`src/rtl/simon_sequencer.sv`:
```
// -----------------------------------------------------------------------------
// simon_sequencer
// Game sequencer for a four-square "Simon" memory game. Each round appends one
// pseudo-random step to the sequence and replays the whole sequence through a
// request/done handshake to an external square drawer. Each step is shown as a
// highlight, an on-time, a repaint back to normal and an off-time. The player
// then repeats the sequence with click pulses. Reaching MAX_LEN steps wins, and
// any wrong click loses.
//
// Ports
//   clock_i        sole clock, rising edge
//   reset_n_i      synchronous active-low reset
//   start_i        one-cycle pulse, starts a new game (IDLE/WIN/LOSE only)
//   clicked_i      one-cycle pulse, player press (WAIT_INPUT only)
//   direction_i    pressed square: 0 up, 1 down, 2 right, 3 left
//   draw_req_o     registered request to the square drawer
//   draw_dir_o     square to repaint, held stable while draw_req_o is high
//   draw_color_o   3'b010 highlight, 3'b111 normal
//   draw_done_i    one-cycle pulse from the drawer, request complete
//   level_o        current sequence length
//   busy_o         high outside IDLE/WIN/LOSE
//   win_o          high only in WIN
//   game_over_o    high only in LOSE
// -----------------------------------------------------------------------------
module simon_sequencer #(
    parameter int unsigned MAX_LEN   = 16,
    parameter int unsigned ON_TICKS  = 25000000,
    parameter int unsigned OFF_TICKS = 12500000,
    parameter logic [15:0] SEED      = 16'hACE1
) (
    input  logic       clock_i,
    input  logic       reset_n_i,
    input  logic       start_i,
    input  logic       clicked_i,
    input  logic [1:0] direction_i,
    output logic       draw_req_o,
    output logic [1:0] draw_dir_o,
    output logic [2:0] draw_color_o,
    input  logic       draw_done_i,
    output logic [4:0] level_o,
    output logic       busy_o,
    output logic       win_o,
    output logic       game_over_o
);

    // The timer only ever holds 0 .. max(ON,OFF)-1, so it can never wrap
    // before reaching its terminal count.
    localparam int unsigned TICK_MAX = (ON_TICKS > OFF_TICKS) ? ON_TICKS : OFF_TICKS;
    localparam int unsigned TW       = (TICK_MAX > 1) ? $clog2(TICK_MAX) : 1;
    localparam logic [TW-1:0] ON_LAST  = TW'(ON_TICKS - 1);
    localparam logic [TW-1:0] OFF_LAST = TW'(OFF_TICKS - 1);
    localparam logic [4:0]    LEN_MAX  = 5'(MAX_LEN);
    localparam logic [2:0]    COLOR_HI   = 3'b010;
    localparam logic [2:0]    COLOR_NORM = 3'b111;

    typedef enum logic [3:0] {
        S_IDLE       = 4'd0,
        S_ADD_STEP   = 4'd1,
        S_PLAY_HI    = 4'd2,
        S_PLAY_ON    = 4'd3,
        S_PLAY_LO    = 4'd4,
        S_PLAY_OFF   = 4'd5,
        S_WAIT_INPUT = 4'd6,
        S_WIN        = 4'd7,
        S_LOSE       = 4'd8
    } state_e;

    // Fibonacci LFSR, taps 16,14,13,11 (right-shifting form).
    function automatic logic [15:0] lfsr_next(input logic [15:0] v);
        return {v[0] ^ v[2] ^ v[3] ^ v[5], v[15:1]};
    endfunction

    // Mux one 2-bit step out of the packed sequence store.
    function automatic logic [1:0] seq_pick(input logic [2*MAX_LEN-1:0] v,
                                            input logic [4:0] idx);
        logic [1:0] r;
        r = 2'b00;
        for (int i = 0; i < int'(MAX_LEN); i++) begin
            r = (idx == 5'(i)) ? v[2*i +: 2] : r;
        end
        return r;
    endfunction

    state_e                 state_q, state_d;
    logic [15:0]            lfsr_q;
    logic [4:0]             level_q, level_d;
    logic [4:0]             idx_q, idx_d;
    logic [TW-1:0]          timer_q, timer_d;
    logic [2*MAX_LEN-1:0]   seq_q;
    logic                   seq_we_s;
    logic [1:0]             seq_cur_s;
    logic [1:0]             dir_next_s;
    logic                   play_s;
    logic                   draw_req_q;
    logic [1:0]             draw_dir_q;
    logic [2:0]             draw_color_q;
    logic                   busy_q, win_q, game_over_q;

    assign seq_cur_s = seq_pick(seq_q, idx_q);
    assign play_s    = (state_d == S_PLAY_HI) || (state_d == S_PLAY_LO);

    // The step written in ADD_STEP is not in seq_q yet when the first PLAY_HI
    // request is registered, so forward it straight from the LFSR.
    assign dir_next_s = (seq_we_s && (idx_d == level_q)) ? lfsr_q[1:0]
                                                          : seq_pick(seq_q, idx_d);

    // Next-state, counter and sequence-write decode.
    always_comb begin
        state_d  = state_q;
        level_d  = level_q;
        idx_d    = idx_q;
        timer_d  = timer_q;
        seq_we_s = 1'b0;
        case (state_q)
            S_IDLE, S_WIN, S_LOSE: begin
                if (start_i) begin
                    state_d = S_ADD_STEP;
                    level_d = 5'd0;
                    idx_d   = 5'd0;
                end else begin
                    state_d = state_q;
                end
            end
            S_ADD_STEP: begin
                seq_we_s = 1'b1;
                level_d  = level_q + 5'd1;
                idx_d    = 5'd0;
                state_d  = S_PLAY_HI;
            end
            S_PLAY_HI, S_PLAY_LO: begin
                if (draw_req_q && draw_done_i) begin
                    state_d = (state_q == S_PLAY_HI) ? S_PLAY_ON : S_PLAY_OFF;
                    timer_d = '0;
                end else begin
                    state_d = state_q;
                end
            end
            S_PLAY_ON: begin
                if (timer_q == ON_LAST) begin
                    state_d = S_PLAY_LO;
                    timer_d = '0;
                end else begin
                    timer_d = timer_q + 1'b1;
                end
            end
            S_PLAY_OFF: begin
                if (timer_q != OFF_LAST) begin
                    timer_d = timer_q + 1'b1;
                end else if (idx_q == level_q - 5'd1) begin
                    state_d = S_WAIT_INPUT;
                    idx_d   = 5'd0;
                end else begin
                    state_d = S_PLAY_HI;
                    idx_d   = idx_q + 5'd1;
                end
            end
            S_WAIT_INPUT: begin
                if (!clicked_i) begin
                    state_d = state_q;
                end else if (direction_i != seq_cur_s) begin
                    state_d = S_LOSE;
                end else if (idx_q != level_q - 5'd1) begin
                    idx_d = idx_q + 5'd1;
                end else begin
                    state_d = (level_q == LEN_MAX) ? S_WIN : S_ADD_STEP;
                end
            end
            default: begin
                state_d = S_IDLE;
            end
        endcase
    end

    // State, LFSR, counters and registered outputs.
    always_ff @(posedge clock_i) begin
        if (!reset_n_i) begin
            state_q      <= S_IDLE;
            lfsr_q       <= SEED;
            level_q      <= 5'd0;
            idx_q        <= 5'd0;
            timer_q      <= '0;
            draw_req_q   <= 1'b0;
            draw_dir_q   <= 2'd0;
            draw_color_q <= COLOR_NORM;
            busy_q       <= 1'b0;
            win_q        <= 1'b0;
            game_over_q  <= 1'b0;
        end else begin
            state_q     <= state_d;
            lfsr_q      <= lfsr_next(lfsr_q);
            level_q     <= level_d;
            idx_q       <= idx_d;
            timer_q     <= timer_d;
            draw_req_q  <= play_s;
            if (play_s) begin
                draw_dir_q   <= dir_next_s;
                draw_color_q <= (state_d == S_PLAY_HI) ? COLOR_HI : COLOR_NORM;
            end
            busy_q      <= !((state_d == S_IDLE) || (state_d == S_WIN) || (state_d == S_LOSE));
            win_q       <= (state_d == S_WIN);
            game_over_q <= (state_d == S_LOSE);
        end
    end

    // Sequence store; never read beyond level, so it carries no reset.
    always_ff @(posedge clock_i) begin
        for (int i = 0; i < int'(MAX_LEN); i++) begin
            if (seq_we_s && (level_q == 5'(i))) begin
                seq_q[2*i +: 2] <= lfsr_q[1:0];
            end
        end
    end

    assign draw_req_o   = draw_req_q;
    assign draw_dir_o   = draw_dir_q;
    assign draw_color_o = draw_color_q;
    assign level_o      = level_q;
    assign busy_o       = busy_q;
    assign win_o        = win_q;
    assign game_over_o  = game_over_q;

endmodule

```
`config.mk`:
```
export PLATFORM = sky130hd
export DESIGN_NAME = simon_sequencer
export DESIGN_NICKNAME = d
export VERILOG_FILES = /design/src/rtl/simon_sequencer.sv
export SDC_FILE = /design/constraint.sdc
export NUM_CORES = 1
export LEC_CHECK = 0
export CORE_MARGIN = 5
export CORE_UTILIZATION = 41
export DETAILED_ROUTE_END_ITERATION = 6
export GPL_TIMING_DRIVEN = 0
export PLACE_DENSITY = 0.62
export SKIP_LAST_GASP = 1
export SLEW_MARGIN = 20
export SYNTH_ARGS = -nofsm -noshare
export SYNTH_HDL_FRONTEND = slang
export SYNTH_SLANG_ARGS = --single-unit
```
`constraint.sdc`:
```
create_clock -name clock_i -period 4 [get_ports clock_i]
set_input_delay 0.8 -clock clock_i [delete_from_list [all_inputs] [get_ports clock_i]]
set_output_delay 0.8 -clock clock_i [all_outputs]
set_load 0.01 [all_outputs]
```
==> run_1/io_fan.png <==
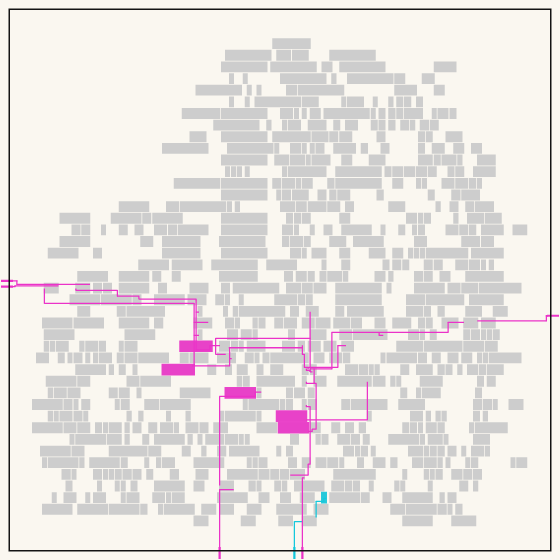
magenta -> level_o  # direction output, end cells 5, wire 427 um
cyan -> draw_done_i  # direction input, end cells 1, wire 14.9 um
I/O pin count: 21
port bufs: 19

==> run_1/placement.png <==
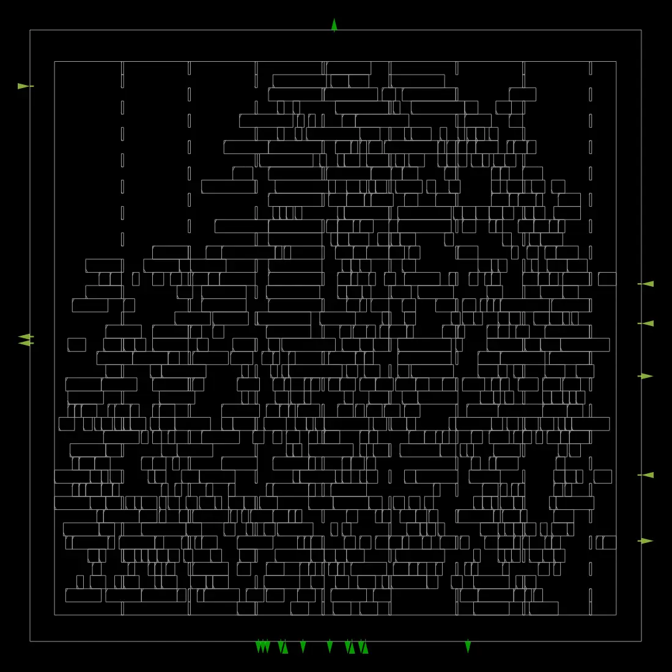
Seq area share: 33.1%
Layout Cells excl Fill: 854
Final Util: 50.5%
fill cell count: 1,282

==> run_1/metal_density.png <==
25 x 25 tiles, from black (low) to pale yellow (high), scaled to the fullest tile. Values are wire area over tile area, all layers added.
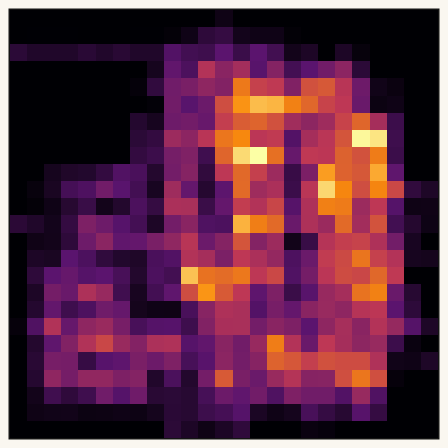
nearly empty tiles = 26%
emptiest ninth of the die = upper left
tiles over half the peak = 14%
mean over tiles = 0.16
fullest tile = 0.65
DR WL/cell: 18.2 um
GRT Total Usage: 19.0%
Total Wirelength: 15,600 um
vias post-DR: 4,842

==> run_1/flops_by_reg.png <==
Other sequential cells in the stronger grey, the rest of the logic in the fainter grey.
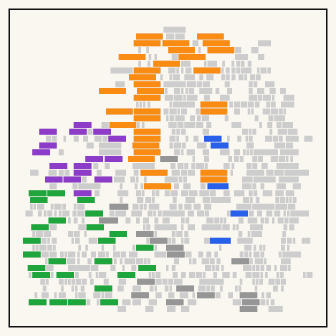
orange -> seq_q  # placed flops 32
purple -> lfsr_q  # placed flops 16, where middle left
blue -> idx_q  # placed flops 5
green -> timer_q  # placed flops 25, where lower left
not coloured = 16

==> impl_metrics.csv, run 1 <==
group,metric,value,unit
layout,comb_area,3300,um^2
yosys,synthFlopType,"dfxtp_1",
worst_hold_path,holdPathStages,1,
layout,area_delta_synth_final,20.7,%
routing,vias_per_cell,5.67,
critical_path,crit_chain,"inv_2 -> ha_4 -> buf_6 -> nor3b_1 -> or4_1 -> a21o_1 -> or4_4 -> and4_4 -> a31o_4 -> nor2_4 -> buf_6 -> mux2_2 -> o211ai_1 -> a211oi_2 -> o22ai_2 -> a2bb2oi_2",
cts,htree_levels,3,
yosys,enable_flop_cells,32,
power_and_ir_drop,swShare,24.1,%
critical_path,r2r_cells,16,
critical_path,end_kind,"flop",
outcome,violations,"setup timing",
cts,post-cts-setup-buffers,6,
critical_path,crit_type,"flop to flop",
power_and_ir_drop,switchingPower,0.515,mW
power_and_ir_drop,p_leak,2.44,nW
placed_design,gp_congestion,0.918,
routing,drtIter0Drc,448,
yosys,top_area_share,22.4,%
sta,hold_violations,0,
yosys,yosys.area.top_type,"dfxtp_1",
outcome,status,"finished, violations left",
routing,drcViolationCount,0,
sta,relSlewSlack,40.9,%
power_and_ir_drop,p_comb_share,10.0,%
layout,fin_nets,693,
critical_path,max_stage_delay,550,ps
power_and_ir_drop,power,2.14,mW
critical_path,cp_data_arrival_time,4230,ps
cts,numCtsBuffers,9,
sta,fin_ws,-0.351,ps
critical_path,r2r_start,"idx_q[1]$_SDFF_PN0_",
sta,finalSetupViolations,1,
job,warnings,35,
power_and_ir_drop,clockPowerShare,42.1,%
worst_hold_path,worstHoldStart,"lfsr_q[11]$_SDFF_PN1_",
layout,lay_top_count,"nor2_1",
critical_path,worstPathRequired,4230,ps
cts,clock-root-buffer,"clkbuf_16",
die,die-height,126,um
layout,flop_area,2210,um^2
critical_path,crit_slowest_cell,"or4_4",
cts,clk_latency,340,ps
critical_path,crit_top_cell,"buf_6",
die,die_x,126,um
yosys,yosysUniqueCellTypes,83,
layout,diodes,0,
run 1: power by group through the flow:
stage | Sequential (mW) | Clock [mW] | Combinational, mW
after floorplan | 1.04 | 0 | 0.122
after global placement | 1.05 | 0 | 0.186
after detailed placement | 1.05 | 0 | 0.188
after CTS | 1.03 | 0.926 | 0.197
after global routing | 1.03 | 0.960 | 0.232
final | 1.03 | 0.900 | 0.213
run 1: worst max-delay path by stage:
stage / start / end / slack [ps] / cells after the start
finish: idx_q[1]$_SDFF_PN0_ / draw_dir_o[1]$_SDFFE_PN0P_ / -0.4 / 16
global route: idx_q[1]$_SDFF_PN0_ / draw_dir_o[1]$_SDFFE_PN0P_ / -60 / 16
CTS: idx_q[0]$_SDFF_PN0_ / draw_dir_o[1]$_SDFFE_PN0P_ / -20 / 18
detailed placement: idx_q[0]$_SDFF_PN0_ / draw_dir_o[1]$_SDFFE_PN0P_ / -770 / 17
global placement: idx_q[0]$_SDFF_PN0_ / draw_dir_o[1]$_SDFFE_PN0P_ / -730 / 17
floorplan: idx_q[0]$_SDFF_PN0_ / draw_dir_o[1]$_SDFFE_PN0P_ / 320 / 18
run 1: cells in the mapped netlist, types with 5 or more instances:
cell type,n
nor2_1,69
dfxtp_1,62
nand2_1,59
a21oi_1,34
edfxtp_1,32
inv_1,27
xor2_1,27
nand3_1,23
and2_1,19
and3_1,18
clkbuf_1,17
nor3_1,16
o21ai_0,16
nor2b_1,14
ha_1,13
nand2b_1,13
xnor2_1,11
a31oi_1,10
a211oi_1,8
mux2i_1,8
nand3b_1,7
nor3b_1,7
buf_2,6
nand4_1,6
nor4_1,6
a211o_1,5
and4_1,5
run 1: metal layers:
| layer | share of wire [%] | vias to the layer above | track usage, % | wire length, um |
|---|---|---|---|---|
| li1 | - | 2341 | - | - |
| met4 | 2.3 | 0 | 7.19 | 351 |
| met1 | 46 | 2313 | 26.7 | 7120 |
| met3 | 5.1 | 31 | 2.62 | 796 |
| met5 | 0 | - | 0 | 0 |
| met2 | 47 | 157 | 29.8 | 7290 |
run 1: critical path, delay by kind of cell (launching register included):
family	cells	cell delay (ps)
adder cells (fa/ha/maj)	1	160
multiplexers	1	330
AND/OR/NAND/NOR	5	1630
buffers and inverters	3	310
flip-flops	1	360
AND-OR/OR-AND	6	1090
run 1: flip-flops by register name (all words and copies together) (netlist names), 2 cells and up:
signal	flops
draw_dir_o	2
idx_q	5
level_o	5
lfsr_q	16
seq_q	32
state_q	4
timer_q	25
run 1: cell type report:
cell class / instances / share of cell area [%]
inverters: 27 / 1.59
well taps: 176 / 3.30
repair buffers: 36 / 4.83
multi-input cells: 474 / 49.4
plain buffers: 31 / 2.96
flip-flops and latches: 94 / 33.1
clock inverters: 3 / 0.431
clock buffers: 13 / 4.38
run 1: cells by family (layout without fill, tap and decap cells):
group	count (synthesis)	after routing	synth area share, %
compound gates	124	124	16.2
xor+xnor	40	40	6.83
fa+ha+maj	13	13	2.94
buf+inv	59	110	4.88
flops	94	94	39.8
mux	10	10	1.85
other cells	1	1	0.0678
simple gates	286	286	27.4
==> run 2, diff against run 1 <==
Settings changed: CTS_CLUSTER_SIZE set to 40, SLEW_MARGIN 20 to not set.
==> run_2/metal_density.png <==
25 x 25 tiles, from black (low) to pale yellow (high), scaled to the fullest tile. Values are wire area over tile area, all layers added.
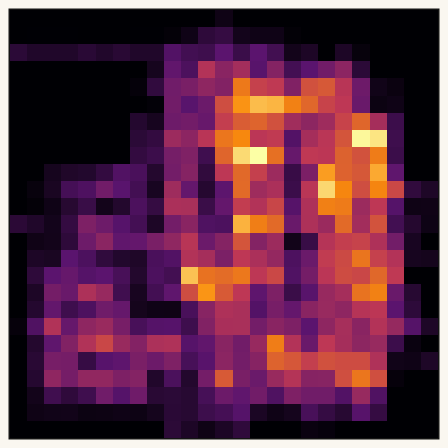
tiles over half the peak = 14%
fullest tile = 0.65
nearly empty tiles = 26%

==> impl_metrics.csv, run 2 <==
group,metric,value,unit
layout,diodes,0,
placed_design,gp_congestion,0.918,
sta,finalSetupViolations,1,
layout,reg.largest.list,"seq_q x32, timer_q x25, lfsr_q x16",
routing,drt-total-wl,15600,um
sta,fin_ws,-0.351,ps
yosys,syn_inst,627,
cts,htree_levels,3,
yosys,synth_area,5530,um^2
layout,final_area,6680,um^2
cts,clock_sinks,94,
routing,drtIter0Drc,448,
layout,comb_area,3300,um^2
power_and_ir_drop,p_leak,2.44,nW
outcome,violations,"setup timing",
yosys,syn_area_per_cell,8.83,um^2
layout,lay_top_count,"nor2_1",
global_routing,busiest_layer,"met2",
sta,drv_slew,0,
sta,period_needed,4000,ps
placed_design,portBuffers,19,
global_routing,grt_use_met3,2.62,%
global_routing,first_global_vias,4505,
yosys,yosysCellCount,627,
layout,num-fill-cells,1282,
die,die-height,126,um
cts,numCtsBuffers,9,
critical_path,worstPathRequired,4230,ps
global_routing,grt-ovfl-total,0,
critical_path,start_kind,"flop",
layout,largest_reg_flops,32,
critical_path,max_stage_delay,550,ps
power_and_ir_drop,p_comb_share,10.0,%
yosys,top_area_share,22.4,%
job,warnings,35,
global_routing,grt_usage,19.0,%
yosys,synth_seq_share,39.8,%
placed_design,dpl_cell_area,5940,um^2
critical_path,crit_chain,"inv_2 -> ha_4 -> buf_6 -> nor3b_1 -> or4_1 -> a21o_1 -> or4_4 -> and4_4 -> a31o_4 -> nor2_4 -> buf_6 -> mux2_2 -> o211ai_1 -> a211oi_2 -> o22ai_2 -> a2bb2oi_2",
die,die_x,126,um
critical_path,crit_type,"flop to flop",
yosys,yosys.area.top_type,"dfxtp_1",
cts,clockBufferDepth,2,
sta,rsz0062_at_grt,"yes",
placed_design,post-place-cells,822,
power_and_ir_drop,pwr-share-seq,48.0,%
sta,fin_setup_tns,-0.351,ps
power_and_ir_drop,ir_worst_vdd,0.232,mV
routing,vias_per_cell,5.67,
layout,final_layout_size_suffix_gt1_share,16.1,%
cts,clock-root-buffer,"clkbuf_16",
yosys,synth_nets,647,
yosys,yosysUniqueCellTypes,83,
critical_path,end_kind,"flop",
power_and_ir_drop,swShare,24.1,%
outcome,status,"finished, violations left",
critical_path,crit_top_cell,"buf_6",
layout,finalNonFillerCells,854,
layout,mostFrequentLayoutCells,"68 x nor2_1, 58 x dfxtp_1, 57 x nand2_1",
global_routing,antenna_found_initial,0,
die,row_count,42,
power_and_ir_drop,power-per-cell-area,320,nW/um^2
layout,area_delta_synth_final,20.7,%
layout,fin_nets,693,
routing,drcViolationCount,0,
yosys,enable_flop_cells,32,
yosys,netlist_top_cells_count,"69 x nor2_1, 62 x dfxtp_1, 59 x nand2_1",
sta,relSlewSlack,40.9,%
sta,tightest_slew,879,ps
global_routing,grt_util_met1,26.7,%
power_and_ir_drop,switchingPower,0.515,mW
layout,regMostFlops,"seq_q",
cts,clk_latency,340,ps
critical_path,cp_data_arrival_time,4230,ps
power_and_ir_drop,clockPowerShare,42.1,%
routing,firstDrtPassIters,5,
sta,hold_violations,0,
die,io_pins,21,
routing,wl_per_cell,18.2,um
routing,dr_total_vias,4842,
global_routing,grtUsageMet2,29.8,%
sta,finalCritPeriodShare,100,%
yosys,top_cell,"nor2_1",
cts,hold_buffers,0,
yosys,synthFlopType,"dfxtp_1",
routing,ant_nets,0,
critical_path,crit_slowest_cell,"or4_4",
==> run_2/flops_by_reg.png <==
Other sequential cells in the stronger grey, the rest of the logic in the fainter grey.
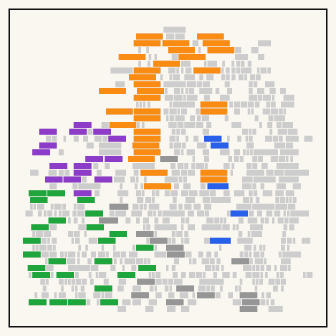
blue -> idx_q  # placed flops 5
green -> timer_q  # placed flops 25, where lower left
purple -> lfsr_q  # placed flops 16, where middle left
orange -> seq_q  # placed flops 32
Reg area: 2210 um^2
P_seq: 1.03 mW

## run 2: through the flow
stage               setup slack, ps  power (mW)  hold slack [ps]  util (%)
floorplan                       325        1.17              386         -
global placement               -730        1.23              395      44.9
detailed placement             -766        1.24              394      44.9
CTS                           -23.8        2.15              413      48.6
global route                  -64.0        2.22              425      50.5
finish                       -0.351        2.14              410      50.5
## run 2: worst max-delay path: cells and delay by family (launching register included)
kind	cells	cell delay, ps
AND-OR/OR-AND	6	1090
AND/OR/NAND/NOR	5	1630
buffers and inverters	3	310
adder cells (fa/ha/maj)	1	160
flip-flops	1	360
multiplexers	1	330
## run 2: path summary, 6_finish.rpt
check                         from                          to  slack, ps  cells after the start
max            idx_q[1]$_SDFF_PN0_  draw_dir_o[1]$_SDFFE_PN0P_       -0.4                     16
min          lfsr_q[11]$_SDFF_PN1_       lfsr_q[10]$_SDFF_PN1_        410                      1
max reg2reg    idx_q[1]$_SDFF_PN0_  draw_dir_o[1]$_SDFFE_PN0P_       -0.4                     16
min reg2reg  lfsr_q[11]$_SDFF_PN1_       lfsr_q[10]$_SDFF_PN1_        410                      1
## run 2: final cells by class
class | count | share of cell area (%)
buffer | 31 | 2.96
tap | 176 | 3.30
multi-input combinational | 474 | 49.4
clock buffer | 13 | 4.38
clock inverter | 3 | 0.431
sequential | 94 | 33.1
timing repair buffer | 36 | 4.83
inverter | 27 | 1.59
## run 2: what timing repair did
item	in CTS	in global routing
buffers inserted	6	10
gates resized	30	39
gates cloned	0	1
pin swaps	7	21
endpoints found under the setup margin	6	5
## run 2: cells by family after synthesis
kind of cell               Yosys count  synth area share, %
AOI/OAI and AO/OA                  124                 16.2
xor gates and xnor gates            40                 6.83
adders and majority gates           13                 2.94
buffers and inverters               59                 4.88
DFF                                 94                 39.8
muxes                               10                 1.85
other                                1               0.0678
and+or+nand+nor                    286                 27.4
## run 2: per-layer routing
layer  vias to the layer above  wire, um
met2                       157      7290
met5                         -         0
met3                        31       796
li1                       2341         -
met4                         0       351
met1                      2313      7120
## run 2: power groups by stage
stage	Combinational [mW]	Clock [mW]	Sequential (mW)
floorplan	0.122	0	1.04
global placement	0.186	0	1.05
detailed placement	0.188	0	1.05
CTS	0.197	0.926	1.03
global route	0.232	0.960	1.03
finish	0.213	0.900	1.03
==> run_2/layer_met3.png <==
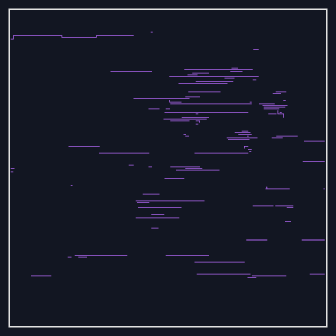

==> run 3, diff against run 2 <==
Settings changed: ABC_AREA set to 1, CAP_MARGIN set to 5.
==> run_3/layer_met3.png <==
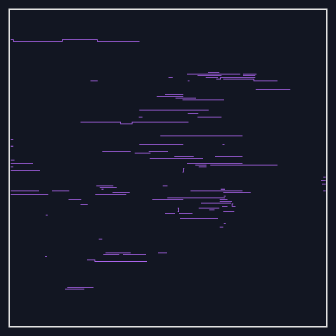
wire length on this layer = 752 um
share of all routed wire = 5.3%
main direction = horizontal

==> run_3/placement.png <==
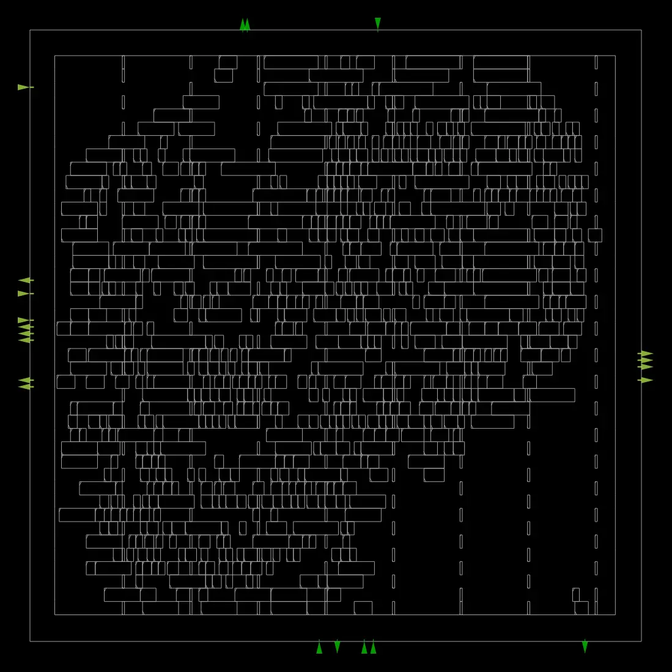
Seq area share: 34.1%
Tapcells: 176
Final Util: 49.6%
Flops: 94
Layout Cells excl Fill: 974

==> impl_metrics.csv, run 3 <==
group,metric,value,unit
routing,firstDrtPassIters,7,
critical_path,crit_slowest_cell,"dfxtp_4",
global_routing,first_global_vias,4573,
global_routing,busiest_layer,"met2",
critical_path,crit_type,"flop to flop",
critical_path,end_kind,"flop",
yosys,yosysCellCount,742,
die,die-height,125,um
yosys,top_area_share,22.9,%
cts,hold_buffers,0,
placed_design,portBuffers,19,
critical_path,start_kind,"flop",
yosys,syn_inst,742,
layout,num-fill-cells,1308,
layout,diodes,0,
sta,rsz0062_at_grt,"yes",
layout,lay_top_count,"nand2_1",
critical_path,startpoint,"idx_q[0]$_SDFF_PN0_",
yosys,netlist_top_cells_count,"166 x nand2_1, 105 x inv_1, 82 x nor2_1",
critical_path,r2r_cells,38,
layout,largest_reg_flops,32,
critical_path,rrSetupSlack,-20,ps
yosys,yosysUniqueCellTypes,48,
critical_path,cp_data_arrival_time,4230,ps
global_routing,grt_util_met1,24.3,%
placed_design,dp_slack,-349,ps
sta,finalSetupViolations,2,
global_routing,grt_usage,17.4,%
global_routing,grtUsageMet2,27.7,%
cts,clock-root-buffer,"clkbuf_16",
die,row_count,42,
sta,fin_hold_ws,408,ps
yosys,synth_area,5420,um^2
placed_design,post-place-cells,937,
yosys,synth_nets,762,
cts,clockBufferDepth,2,
routing,drtIter0Drc,419,
die,die_x,125,um
layout,comb_area,2900,um^2
yosys,top_cell,"nand2_1",
power_and_ir_drop,power,3.21,mW
critical_path,crit_top_cell,"nand2_1",
cts,clk_latency,350,ps
sta,fin_ws,-18.9,ps
placed_design,gp_congestion,0.963,
outcome,violations,"setup timing",
job,warnings,34,
routing,dr_total_vias,5106,
critical_path,worstPathRequired,4210,ps
critical_path,cp-endpoint,"draw_dir_o[0]$_SDFFE_PN0P_",
layout,flop_area,2210,um^2
power_and_ir_drop,p_leak,2.59,nW
outcome,status,"finished, violations left",
cts,numCtsBuffers,9,
sta,tightest_slew,1040,ps
sta,hold_violations,0,
power_and_ir_drop,power-per-cell-area,496,nW/um^2
yosys,synthFlopType,"dfxtp_1",
layout,mostFrequentLayoutCells,"157 x nand2_1, 98 x inv_1, 74 x nor2_1",
power_and_ir_drop,ir_worst_vdd,0.263,mV
global_routing,grt_use_met3,3.00,%
## run 3: cell types whose count changed in the layout (fill, tap and decap cells not counted), moves of 10 or more
cell | previous run | this run
nand4_1 | 6 | 20
nand2_2 | 1 | 14
nor2_4 | 1 | 12
nand2b_1 | 13 | 0
and2_1 | 19 | 0
inv_2 | 1 | 15
or2_2 | 2 | 12
nor3_1 | 15 | 27
nor2b_1 | 14 | 0
nand3_1 | 23 | 44
and3_1 | 17 | 3
inv_1 | 24 | 98
xor2_1 | 27 | 5
nand2_1 | 57 | 157
## run 3: worst max-delay path: cells and delay by family, from the launching register on
kind | cells | cell delay [ps]
buffers and inverters | 2 | 150
flip-flops | 1 | 380
AND/OR/NAND/NOR | 33 | 2960
AND-OR/OR-AND | 2 | 230
adder cells (fa/ha/maj) | 1 | 150
## run 3: stage by stage
step                      setup TNS [ps]  utilization, %  instance area (um^2)
after floorplan                        0               -                  5420
after global placement              -616            44.5                  5830
after detailed placement            -686            44.5                  5830
after CTS                              0            47.6                  6220
after global routing                -567            49.6                  6480
final                              -19.0            49.6                  6480
## run 3: area by class of cell
class                   instances  area share (%)
multi-input cells             519            44.7
clock inverters                 5           0.907
plain buffers                  11           0.868
repair buffers                 40            5.36
clock buffers                  11            3.59
flip-flops and latches         94            34.1
well taps                     176            3.40
inverters                     118            7.10
## run 3: worst min path at each step
| stage | endpoint | slack (ps) | cells after the start | startpoint |
|---|---|---|---|---|
| 3_5_place_dp | lfsr_q[7]$_SDFF_PN1_ | 400 | 1 | lfsr_q[8]$_SDFF_PN0_ |
| 3_3_place_gp | lfsr_q[9]$_SDFF_PN0_ | 390 | 2 | lfsr_q[10]$_SDFF_PN1_ |
| 4_1_cts | lfsr_q[5]$_SDFF_PN1_ | 420 | 1 | lfsr_q[6]$_SDFF_PN1_ |
| 2_1_floorplan | lfsr_q[9]$_SDFF_PN0_ | 390 | 2 | lfsr_q[10]$_SDFF_PN1_ |
| 5_1_grt | lfsr_q[13]$_SDFF_PN1_ | 430 | 1 | lfsr_q[14]$_SDFF_PN0_ |
| 6_report | lfsr_q[9]$_SDFF_PN0_ | 410 | 2 | lfsr_q[10]$_SDFF_PN1_ |
## run 3: timing repair
| item | CTS | global route |
|---|---|---|
| pin swaps | 11 | 36 |
| gates resized | 21 | 44 |
| setup endpoints to repair | 2 | 4 |
| setup buffers | 7 | 14 |
## run 3: logic make-up after synthesis
logic type                 Yosys count  share of synthesized area, %
and+or+nand+nor                    405                          35.7
buffers and inverters              129                          9.27
DFF                                 94                          40.7
AOI/OAI and AO/OA                   91                          9.84
adders and majority gates           13                          3.00
xor gates and xnor gates             9                          1.46
other                                1                        0.0692
## run 3: power by group
| part | internal, mW | switching (mW) |
|---|---|---|
| clock network | 0.488 | 0.364 |
| logic | 0.471 | 0.799 |
| registers | 1.04 | 0.0521 |
| total | 2.00 | 1.21 |
## run 3: per-layer routing
layer | wire length [um] | up-vias | part of all wire (%)
met5 | 0 | - | 0
met4 | 199 | 0 | 1.4
met3 | 751 | 20 | 5.3
met2 | 6550 | 157 | 46
met1 | 6640 | 2400 | 47
li1 | - | 2529 | -
No activity file was given, so power comes from the tool's default toggle rates.
